===== src/rtl/mem_dump_reader.sv =====
// Walks a range of data-memory words through the debug read port and streams
// each word out little-endian, one byte per valid/ready handshake.
//
// state | meaning
// IDLE  | waiting for i_start; latches start address and word count
// ISSUE | one-cycle read strobe with the current address
// WAIT  | counting down the memory read latency, then capturing the word
// SEND  | presenting bytes 0..3 of the captured word to the transmitter
// DONE  | one-cycle completion pulse
module mem_dump_reader #(
  parameter int DATA_WIDTH   = 32,
  parameter int MEM_SIZE     = 64,
  parameter int ADDR_WIDTH   = $clog2(MEM_SIZE),
  parameter int READ_LATENCY = 1
) (
  input  logic                  clk,
  input  logic                  rst,
  input  logic                  i_start,
  input  logic [ADDR_WIDTH-1:0] i_start_addr,
  input  logic [ADDR_WIDTH:0]   i_num_words,
  output logic [ADDR_WIDTH-1:0] o_debug_addr,
  output logic                  o_mem_read_en,
  input  logic [DATA_WIDTH-1:0] i_debug_data,
  output logic [7:0]            o_tx_data,
  output logic                  o_tx_valid,
  input  logic                  i_tx_ready,
  output logic                  o_busy,
  output logic                  o_done
);

  localparam int LAT_W = (READ_LATENCY > 2) ? 2 : 1;

  typedef enum logic [2:0] {
    ST_IDLE  = 3'd0,
    ST_ISSUE = 3'd1,
    ST_WAIT  = 3'd2,
    ST_SEND  = 3'd3,
    ST_DONE  = 3'd4
  } state_t;

  state_t                state_q, state_d;
  logic [ADDR_WIDTH-1:0] addr_q, addr_d;
  logic [ADDR_WIDTH:0]   words_q, words_d;
  logic [1:0]            idx_q, idx_d;
  logic [LAT_W-1:0]      lat_q, lat_d;
  logic [DATA_WIDTH-1:0] data_q, data_d;

  always_ff @(posedge clk) begin
    if (rst) begin
      state_q <= ST_IDLE;
      addr_q  <= '0;
      words_q <= '0;
      idx_q   <= '0;
      lat_q   <= '0;
      data_q  <= '0;
    end else begin
      state_q <= state_d;
      addr_q  <= addr_d;
      words_q <= words_d;
      idx_q   <= idx_d;
      lat_q   <= lat_d;
      data_q  <= data_d;
    end
  end

  always_comb begin
    state_d       = state_q;
    addr_d        = addr_q;
    words_d       = words_q;
    idx_d         = idx_q;
    lat_d         = lat_q;
    data_d        = data_q;
    o_mem_read_en = 1'b0;
    o_tx_valid    = 1'b0;
    o_tx_data     = 8'h00;

    case (state_q)
      ST_IDLE: begin
        if (i_start) begin
          addr_d  = i_start_addr;
          words_d = i_num_words;
          state_d = (i_num_words == '0) ? ST_DONE : ST_ISSUE;
        end
      end
      ST_ISSUE: begin
        o_mem_read_en = 1'b1;
        lat_d         = LAT_W'(READ_LATENCY - 1);
        state_d       = ST_WAIT;
      end
      ST_WAIT: begin
        if (lat_q == '0) begin
          data_d  = i_debug_data;
          idx_d   = 2'd0;
          state_d = ST_SEND;
        end else begin
          lat_d = lat_q - LAT_W'(1);
        end
      end
      ST_SEND: begin
        o_tx_valid = 1'b1;
        o_tx_data  = data_q[{idx_q, 3'b000} +: 8];
        if (i_tx_ready) begin
          idx_d = idx_q + 2'd1;
          if (idx_q == 2'd3) begin
            // Address wraps naturally at the memory size.
            if (words_q == (ADDR_WIDTH+1)'(1)) begin
              state_d = ST_DONE;
            end else begin
              words_d = words_q - (ADDR_WIDTH+1)'(1);
              addr_d  = addr_q + ADDR_WIDTH'(4);
              state_d = ST_ISSUE;
            end
          end
        end
      end
      ST_DONE: begin
        state_d = ST_IDLE;
      end
      default: begin
        state_d = ST_IDLE;
      end
    endcase
  end

  assign o_debug_addr = addr_q;
  assign o_busy       = (state_q != ST_IDLE);
  assign o_done       = (state_q == ST_DONE);

endmodule


===== config.mk =====
export PLATFORM = sky130hd
export DESIGN_NAME = mem_dump_reader
export DESIGN_NICKNAME = d
export VERILOG_FILES = /design/src/rtl/mem_dump_reader.sv
export SDC_FILE = /design/constraint.sdc
export NUM_CORES = 1
export LEC_CHECK = 0
export CAP_MARGIN = 20
export CELL_PAD_IN_SITES_DETAIL_PLACEMENT = 0
export CELL_PAD_IN_SITES_GLOBAL_PLACEMENT = 1
export CORE_MARGIN = 3
export CORE_UTILIZATION = 24
export CTS_BUF_LIST = sky130_fd_sc_hd__clkbuf_2 sky130_fd_sc_hd__clkbuf_4 sky130_fd_sc_hd__clkbuf_8
export CTS_CLUSTER_DIAMETER = 200
export DETAILED_ROUTE_END_ITERATION = 8
export PLACE_DENSITY = 0.58
export SLEW_MARGIN = 15
export SYNTH_ARGS = -nofsm -noshare
export SYNTH_HDL_FRONTEND = slang
export SYNTH_SLANG_ARGS = --single-unit

===== constraint.sdc =====
create_clock -name clk -period 2 [get_ports clk]
set_clock_uncertainty 0.1 [all_clocks]
set_input_delay 0.5 -clock clk [delete_from_list [all_inputs] [get_ports clk]]
set_output_delay 0.5 -clock clk [all_outputs]
set_load 0.05 [all_outputs]

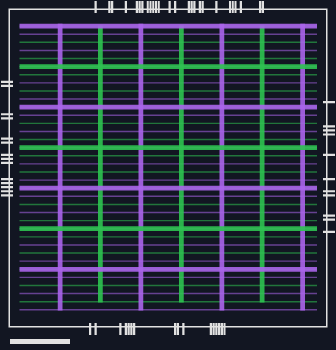
run_1/power_grid.png
Scale bar: 20 um. Pins as bars on the die edge.
legend:
  purple:
    net: VSS
  green:
    net: VDD
rows: 35
met5 straps: 7
met4 straps: 7
signal pins: 67

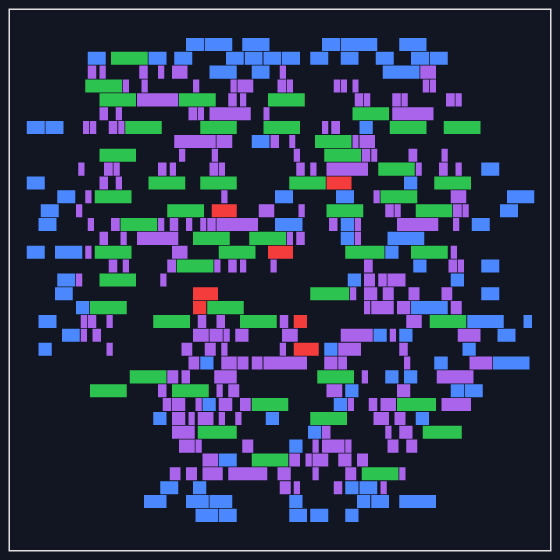
run_1/placement_by_type.png
legend:
  green:
    class: flops
    cells: 50
    share_of_their_area: 29%
  red:
    class: clock drivers and dummy loads
    cells: 7
    share_of_their_area: 2.4%
  blue:
    class: other buffers and delay cells
    cells: 94
    share_of_their_area: 28%
  purple:
    class: combinational and other logic
    cells: 214
    share_of_their_area: 40%

==> summary.txt, run 1 <==
run metrics: WL final=7008 um, Num CTS Buffers=5, Post-synth seq share=0.4167, Signal buf overhead=0.2706, Layout Cells excl Fill=494, path type of the worst min-delay path=register to register, DP HPWL=5014 um, register area=1007 um2, Final Worst Setup Slack=-0.2017 ns, Top cell excl fill/tap=nand2_1, Cells after Synth=285, Post-Synth AOI/OAI Area=0.1906, Slew Limit Headroom=0.6868, Req. time, crit path=1.40 ns, Flops=50, critical path's slowest cell=mux4_2, clkbuf count=5, # setup viols final=8, Max IR drop VDD=0.0002380 V, Hold-fix buffers, CTS=0, first-pass GRT wire length=11530 um, Max Cap Violations=0, most numerous logic cells after layout=nand2_1 (80), dfxtp_1 (45), clkdlybuf4s50_1 (43), critical path's largest stage delay=0.50 ns, core area=9503 um2, TritonCTS clock tree=built, Pleak=0.001346 uW, Placer Congestion=0.7890, Inverters=6, DRT Pass-1 Iters=4, WL/cell=14.19 um, Dominant flop cell=dfxtp_1, diode count=0, WP data arrival=1.60 ns, htree depth=2, vias per cell=4.569, Pins Over Slew Limit=0, Synth logic family=simple AND/OR/NAND/NOR gates, Ys Warns=0, total tool warning count=29, Adder Share, Synth=0.02083, PD cells=682.8 nW/um2, period utilization=1.101, I/O pins=67, Post-Place Worst Slack=-0.3265 ns, I/O Buffers=66, Post-Synth Simple-Gate Area=0.2427, mapped cell area=2402 um2, failing checks=setup timing, fin crit period=2.202 ns, Die Height=106.0 um, yosys stat area=2402 um2, Tap Count=129, post-synth cell types=44, Slew @ Worst Pin=0.4681 ns, Starting Density=0.2528, post-synthesis register bit count=50, mi-comb count=208, # rows=35, critical-path cell list=buf_12 -> mux4_2 -> and2_4 -> buf_8, DRT antenna net count=0, dominant kind of cell=multi-input combinational cells, Hold Fails Final Rpt=0, ys async rst share=0, Comb area=1339 um2, Crit. End Element=output pin, Starting DRT DRC Count=58, run status=finished with violations, CTS Buffer Depth=2, Worst-path clk slew=0.10 ns
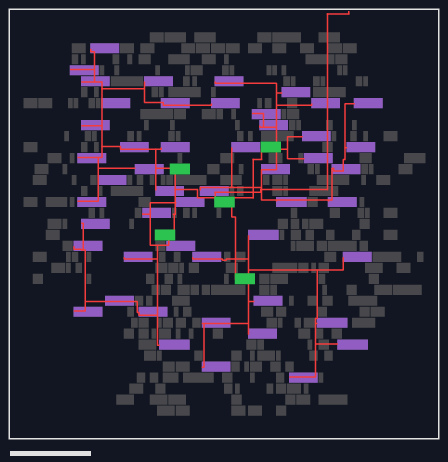
run_1/clk_routes.png
Scale bar: 20 um.
legend:
  green:
    item: clock drivers
    count: 5
  red:
    item: clock wires
    length: 700 um
  purple:
    item: flip-flops
    count: 50
routed clock nets: 6
worst skew pair latency: 0.30 ns
clock-net power: 591 uW

## run 1: sequential cells by signal (all words and copies together), names as in the netlist
| name | cells |
|---|---|
| idx_q | 2 |
| o_debug_addr | 6 |
| words_q | 7 |
| data_q | 32 |
| state_q | 3 |
## run 1: kinds of logic after synthesis
| logic type | Yosys count |
|---|---|
| adder cells (fa/ha/maj) | 4 |
| flip-flops | 50 |
| multiplexers | 9 |
| AND/OR/NAND/NOR | 122 |
| AND-OR/OR-AND | 73 |
| buffers and inverters | 27 |
## run 1: synthesized netlist by cell type, types with 2 or more instances
| library cell | count | area [um2] |
|---|---|---|
| a21oi_1 | 41 | 205.2 |
| a221oi_1 | 2 | 17.52 |
| a311oi_1 | 3 | 26.28 |
| a31oi_1 | 4 | 25.02 |
| and2_1 | 12 | 75.07 |
| buf_2 | 6 | 30.03 |
| clkbuf_1 | 12 | 45.04 |
| dfxtp_1 | 50 | 1001 |
| ha_1 | 4 | 50.05 |
| inv_1 | 6 | 22.52 |
| mux4_2 | 8 | 180.2 |
| nand2_1 | 80 | 300.3 |
| nand2b_1 | 2 | 12.51 |
| nor2_1 | 7 | 26.28 |
| nor3_1 | 2 | 10.01 |
| nor3b_1 | 2 | 15.01 |
| nor4_1 | 3 | 18.77 |
| o211ai_1 | 6 | 45.04 |
| o21ai_0 | 3 | 15.01 |
| o22ai_1 | 3 | 18.77 |
| o311ai_1 | 2 | 17.52 |
| or3_1 | 4 | 25.02 |
| or4_1 | 2 | 15.01 |
## run 1: report_power, final
part	internal, uW	leakage (uW)	switching, uW
Clock	240	0.0000362	351
Sequential	1080	0.000410	62.9
Combinational	328	0.000900	385
Total	1650	0.00135	798
## run 1: critical path: cells and delay by family (launching register included)
kind	cells	cell delay, ns
buf+inv	2	0.28
mux	1	0.50
simple gates	1	0.16
flops	1	0.36
## run 1: worst paths after layout
| path | depth (start not counted) | startpoint | slack (ns) | end |
|---|---|---|---|---|
| max reg2reg | 6 | words_q[1] | 0.12 | o_debug_addr[5] |
| max | 4 | idx_q[1] | -0.20 | o_tx_data[1] |
| min | 2 | data_q[12] | 0.36 | data_q[12] |
| min reg2reg | 2 | data_q[12] | 0.36 | data_q[12] |
## run 1: per-stage QoR
| step | TNS, ns | power (uW) | util | instance area, um2 | hold slack (ns) |
|---|---|---|---|---|---|
| after global routing | -1.909 | 2596 | 0.3776 | 3588 | 0.3705 |
| after CTS | -1.647 | 2471 | 0.3727 | 3542 | 0.3572 |
| after floorplan | 0 | 1557 | - | 2424 | 0.3331 |
| after global placement | -1.438 | 1858 | 0.3535 | 3359 | 0.3419 |
| after detailed placement | -1.596 | 1861 | 0.3535 | 3359 | 0.3433 |
| final | -1.475 | 2450 | 0.3776 | 3588 | 0.3556 |
## run 1: what timing repair did
action                                 4_1_cts  5_1_grt
setup endpoints to repair                    8       13
endpoints found under the hold margin        0        0
buffers inserted                             4        1
cloned                                       0        0
pin swaps                                    8        4
gates resized                               25       11
## run 1: routing by layer
metal  global-route usage  part of all wire
met1               0.1831              0.51
met5                    0                 0
met3              0.02125             0.029
met4              0.03608            0.0090
met2               0.1913              0.46
run_1/wires.png
Scale bar: 20 um.
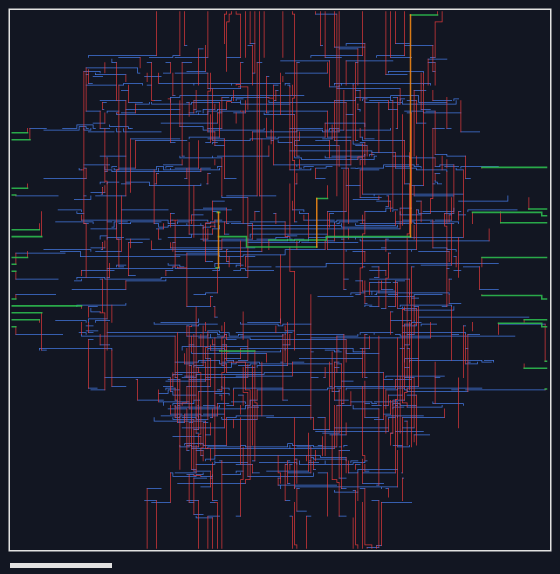

==> run 2: changes to the inputs <==
--- a/config.mk
+++ b/config.mk
@@ -14,6 +14,7 @@
 export CTS_CLUSTER_DIAMETER = 200
 export DETAILED_ROUTE_END_ITERATION = 8
 export PLACE_DENSITY = 0.58
+export RECOVER_POWER = 25
 export SLEW_MARGIN = 15
 export SYNTH_ARGS = -nofsm -noshare
 export SYNTH_HDL_FRONTEND = slang
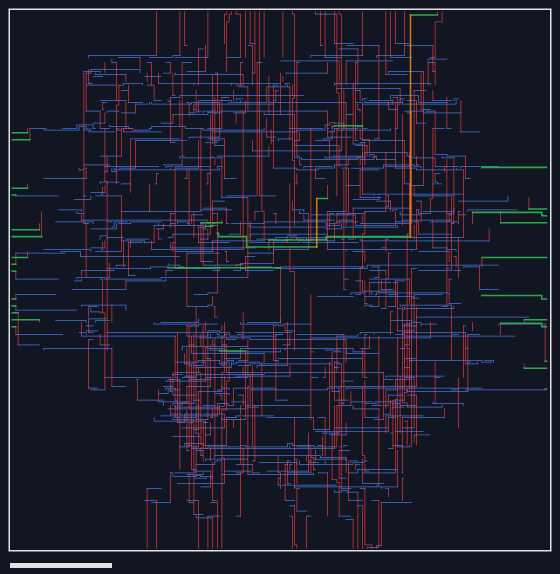
run_2/wires.png
Scale bar: 20 um.
legend:
  orange:
    layer: metal 4
    wire_length: 53.0 um
  blue:
    layer: metal 1
    wire_length: 3500 um
  green:
    layer: metal 3
    wire_length: 215 um
  red:
    layer: metal 2
    wire_length: 3250 um

==> run 2 against run 1 <==
Against the previous run:
- area after synthesis unchanged
- core utilization down 0.39 points
- sequential share of layout area up 0.30 points
- highest routed layer unchanged
- largest cell class unchanged
- sequential cell count unchanged
- global-route usage unchanged
- cell area down 1.0%
- the flow still finishes with violations (setup timing)
==> summary.txt, run 2 <==
run metrics: run status=finished with violations (unchanged), failing checks=setup timing (unchanged), path type of the worst min-delay path=register to register (unchanged), filler cell count=1002 (was 990), first-pass GRT wire length=11530 um (unchanged), Num CTS Buffers=5 (unchanged), area leader, netlist=dfxtp_1 (unchanged), PD cells=684.5 nW/um2 (was 682.8 nW/um2), Hold Fails Final Rpt=0 (unchanged), CP Class=register to output pin (unchanged), period utilization=1.101 (about the same), worst skew pair latency=0.30 ns (about the same), Cells after Synth=285 (unchanged), Top cell excl fill/tap=nand2_1 (unchanged), top area contributor share=0.4167 (unchanged), chip area=11250 um2 (unchanged), total tool warning count=29 (unchanged), WP data arrival=1.60 ns (about the same), largest net degree at the start of global routing=38 (unchanged), max FFs per register=32 (unchanged), Placer Congestion=0.7890 (unchanged), mapped cell area=2402 um2 (unchanged), Final Worst Setup Slack=-0.2016 ns (was -0.2017 ns), Starting DRT DRC Count=55 (was 58), Post-synth EDFFs=0 (unchanged), Post-synth seq share=0.4167 (unchanged), Max Cap Violations=0 (unchanged), CP max FO=8 (unchanged), fin crit period=2.202 ns (about the same), Slew @ Worst Pin=0.6623 ns (was 0.4681 ns), area delta synth->final=47.81% (was 49.37%), Req. time, crit path=1.40 ns (about the same), most numerous logic cells after layout=nand2_1 (80), dfxtp_1 (45), clkdlybuf4s50_1 (42) (was nand2_1 (80), dfxtp_1 (45), clkdlybuf4s50_1 (43)), ys cells=285 (unchanged), global route overflow=0 (unchanged), WL final=7023 um (was 7008 um), # setup viols final=8 (unchanged), mean area per synthesized cell=8.429 um2 (unchanged), DRT antenna net count=0 (unchanged), Max Fclk=0.4542 GHz (about the same), # nets final=418 (unchanged), I/O Buffers=66 (unchanged), top cells by area, synth=dfxtp_1 (42%), nand2_1 (13%), a21oi_1 (8.5%), mux4_2 (7.5%), and2_1 (3.1%) (unchanged), number of global-route vias before repair=2265 (unchanged), Worst-path clk slew=0.10 ns (about the same), vias per cell=4.593 (was 4.569), Die Height=106.0 um (unchanged), CTS Buffer Depth=2 (unchanged), Reg with most FFs=data_q (unchanged), most frequent cells after synthesis=nand2_1 (80), dfxtp_1 (50), a21oi_1 (41), and2_1 (12), clkbuf_1 (12) (unchanged), Slew Limit Headroom=0.5584 (was 0.6868), DP HPWL=5014 um (unchanged), Post-Place Worst Slack=-0.3265 ns (unchanged), count leader, synth=nand2_1 (unchanged), sinks on the clock net=50 (unchanged), htree depth=2 (unchanged), WL/cell=14.22 um (was 14.19 um), ys async rst share=0 (unchanged), I/O pins=67 (unchanged), Post-Syn Nets=338 (unchanged), Max IR drop VDD=0.0002366 V (was 0.0002380 V), Overall Global Routing Usage=0.1259 (unchanged), diode count=0 (unchanged), Starting Density=0.2528 (unchanged), Final Power=2431 uW (was 2450 uW), layout cells sized above 1=0.2164 (was 0.2356), antenna violations before repair=0 (unchanged), type of origin of the critical path=register (unchanged), worst hold slack=0.3563 ns (was 0.3556 ns), Ys Warns=0 (unchanged), # DRC=0 (unchanged), Pins Over Slew Limit=0 (unchanged), Crit. End Element=output pin (unchanged), clk root buf=clkbuf_8 (unchanged), Die Wd=106.0 um (unchanged), DRT Pass-1 Iters=4 (unchanged), routed vias=2269 (was 2257), post-synth cell types=44 (unchanged), TritonCTS clock tree=built (unchanged), RSZ-0062 raised after global routing=yes (unchanged), yosys stat area=2402 um2 (unchanged), Pleak=0.001316 uW (was 0.001346 uW), Dominant flop cell=dfxtp_1 (unchanged), post-synthesis register bit count=50 (unchanged)
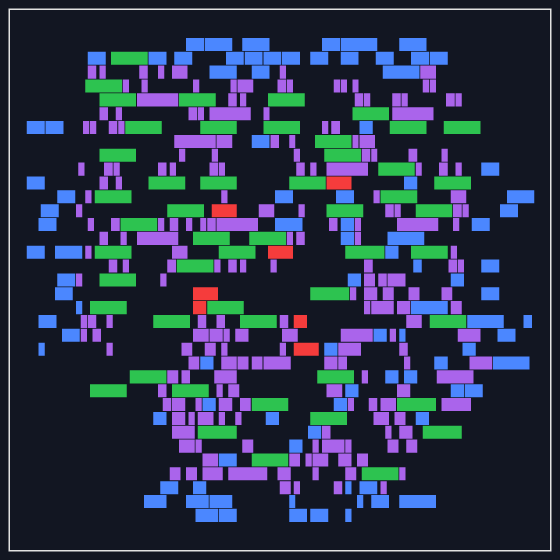
run_2/placement_by_type.png
legend:
  blue:
    class: other buffers and delay cells
    cells: 94
    share_of_their_area: 28%
  purple:
    class: combinational and other logic
    cells: 214
    share_of_their_area: 40%
  red:
    class: clock drivers and dummy loads
    cells: 7
    share_of_their_area: 2.5%
  green:
    class: flops
    cells: 50
    share_of_their_area: 30%
Non-Filler Cell Area, Final: 3551 um2
Util after Layout: 0.3737
# rows: 35
core area: 9503 um2
fraction of area in registers: 0.2837

[run 2: metal layers]
metal	wire, um	share of wire	track usage	vias up
met4	53	0.0075	0.03608	0
met2	3250	0.46	0.1913	42
met5	0	0	0	-
met3	215	0.031	0.02125	4
met1	3504	0.50	0.1831	1067
li1	-	-	-	1156
[run 2: area by class of cell]
class	count	area, um2	share of cell area
clock buffers	5	68.82	0.01938
repair buffers	94	942.2	0.2653
multi-input cells	208	1330	0.3746
inverters	6	26.28	0.007400
well taps	129	161.4	0.04545
clock inverters	2	15.01	0.004228
flip-flops and latches	50	1007	0.2837
[run 2: final timing paths]
check | startpoint | endpoint | slack, ns | cells after the start
max | idx_q[1] | o_tx_data[1] | -0.20 | 4
min | data_q[12] | data_q[12] | 0.36 | 2
max reg2reg | words_q[1] | o_debug_addr[5] | 0.09 | 6
min reg2reg | data_q[12] | data_q[12] | 0.36 | 2
[run 2: repair_timing]
| item | in CTS | in global routing |
|---|---|---|
| setup endpoints to repair | 8 | 13 |
| hold endpoints to repair | 0 | 0 |
| resized | 25 | 11 |
| pin swaps | 8 | 4 |
| hold buffers | 0 | 0 |
| setup buffers | 4 | 1 |
[run 2: cells by family (layout without fill, tap and decap cells)]
| family | count (synthesis) | count (layout) | synth area share |
|---|---|---|---|
| buffers and inverters | 27 | 107 | 0.05000 |
| adder cells (fa/ha/maj) | 4 | 4 | 0.02083 |
| multiplexers | 9 | 9 | 0.07917 |
| flip-flops | 50 | 50 | 0.4167 |
| AND/OR/NAND/NOR | 122 | 122 | 0.2427 |
| AND-OR/OR-AND | 73 | 73 | 0.1906 |
[run 2: per-stage QoR]
step	utilization	setup TNS [ns]	instance area, um2	std cells
floorplan	-	0	2424	285
global placement	0.3535	-1.438	3359	482
detailed placement	0.3535	-1.596	3359	482
CTS	0.3727	-1.647	3542	493
global route	0.3737	-2.731	3551	494
finish	0.3737	-1.468	3551	494
[run 2: critical path, cell delays in order, from the launching register on]
cell and delay (ns):
dfxtp_2 0.36, buf_12 0.14, mux4_2 0.50, and2_4 0.16
buf_8 0.14
[run 2: report_power, final]
part	switching, uW	internal [uW]
Combinational	385	312
Clock	349	240
Sequential	60.9	1080
Total	795	1640
Power is estimated from default activity; no workload was simulated.
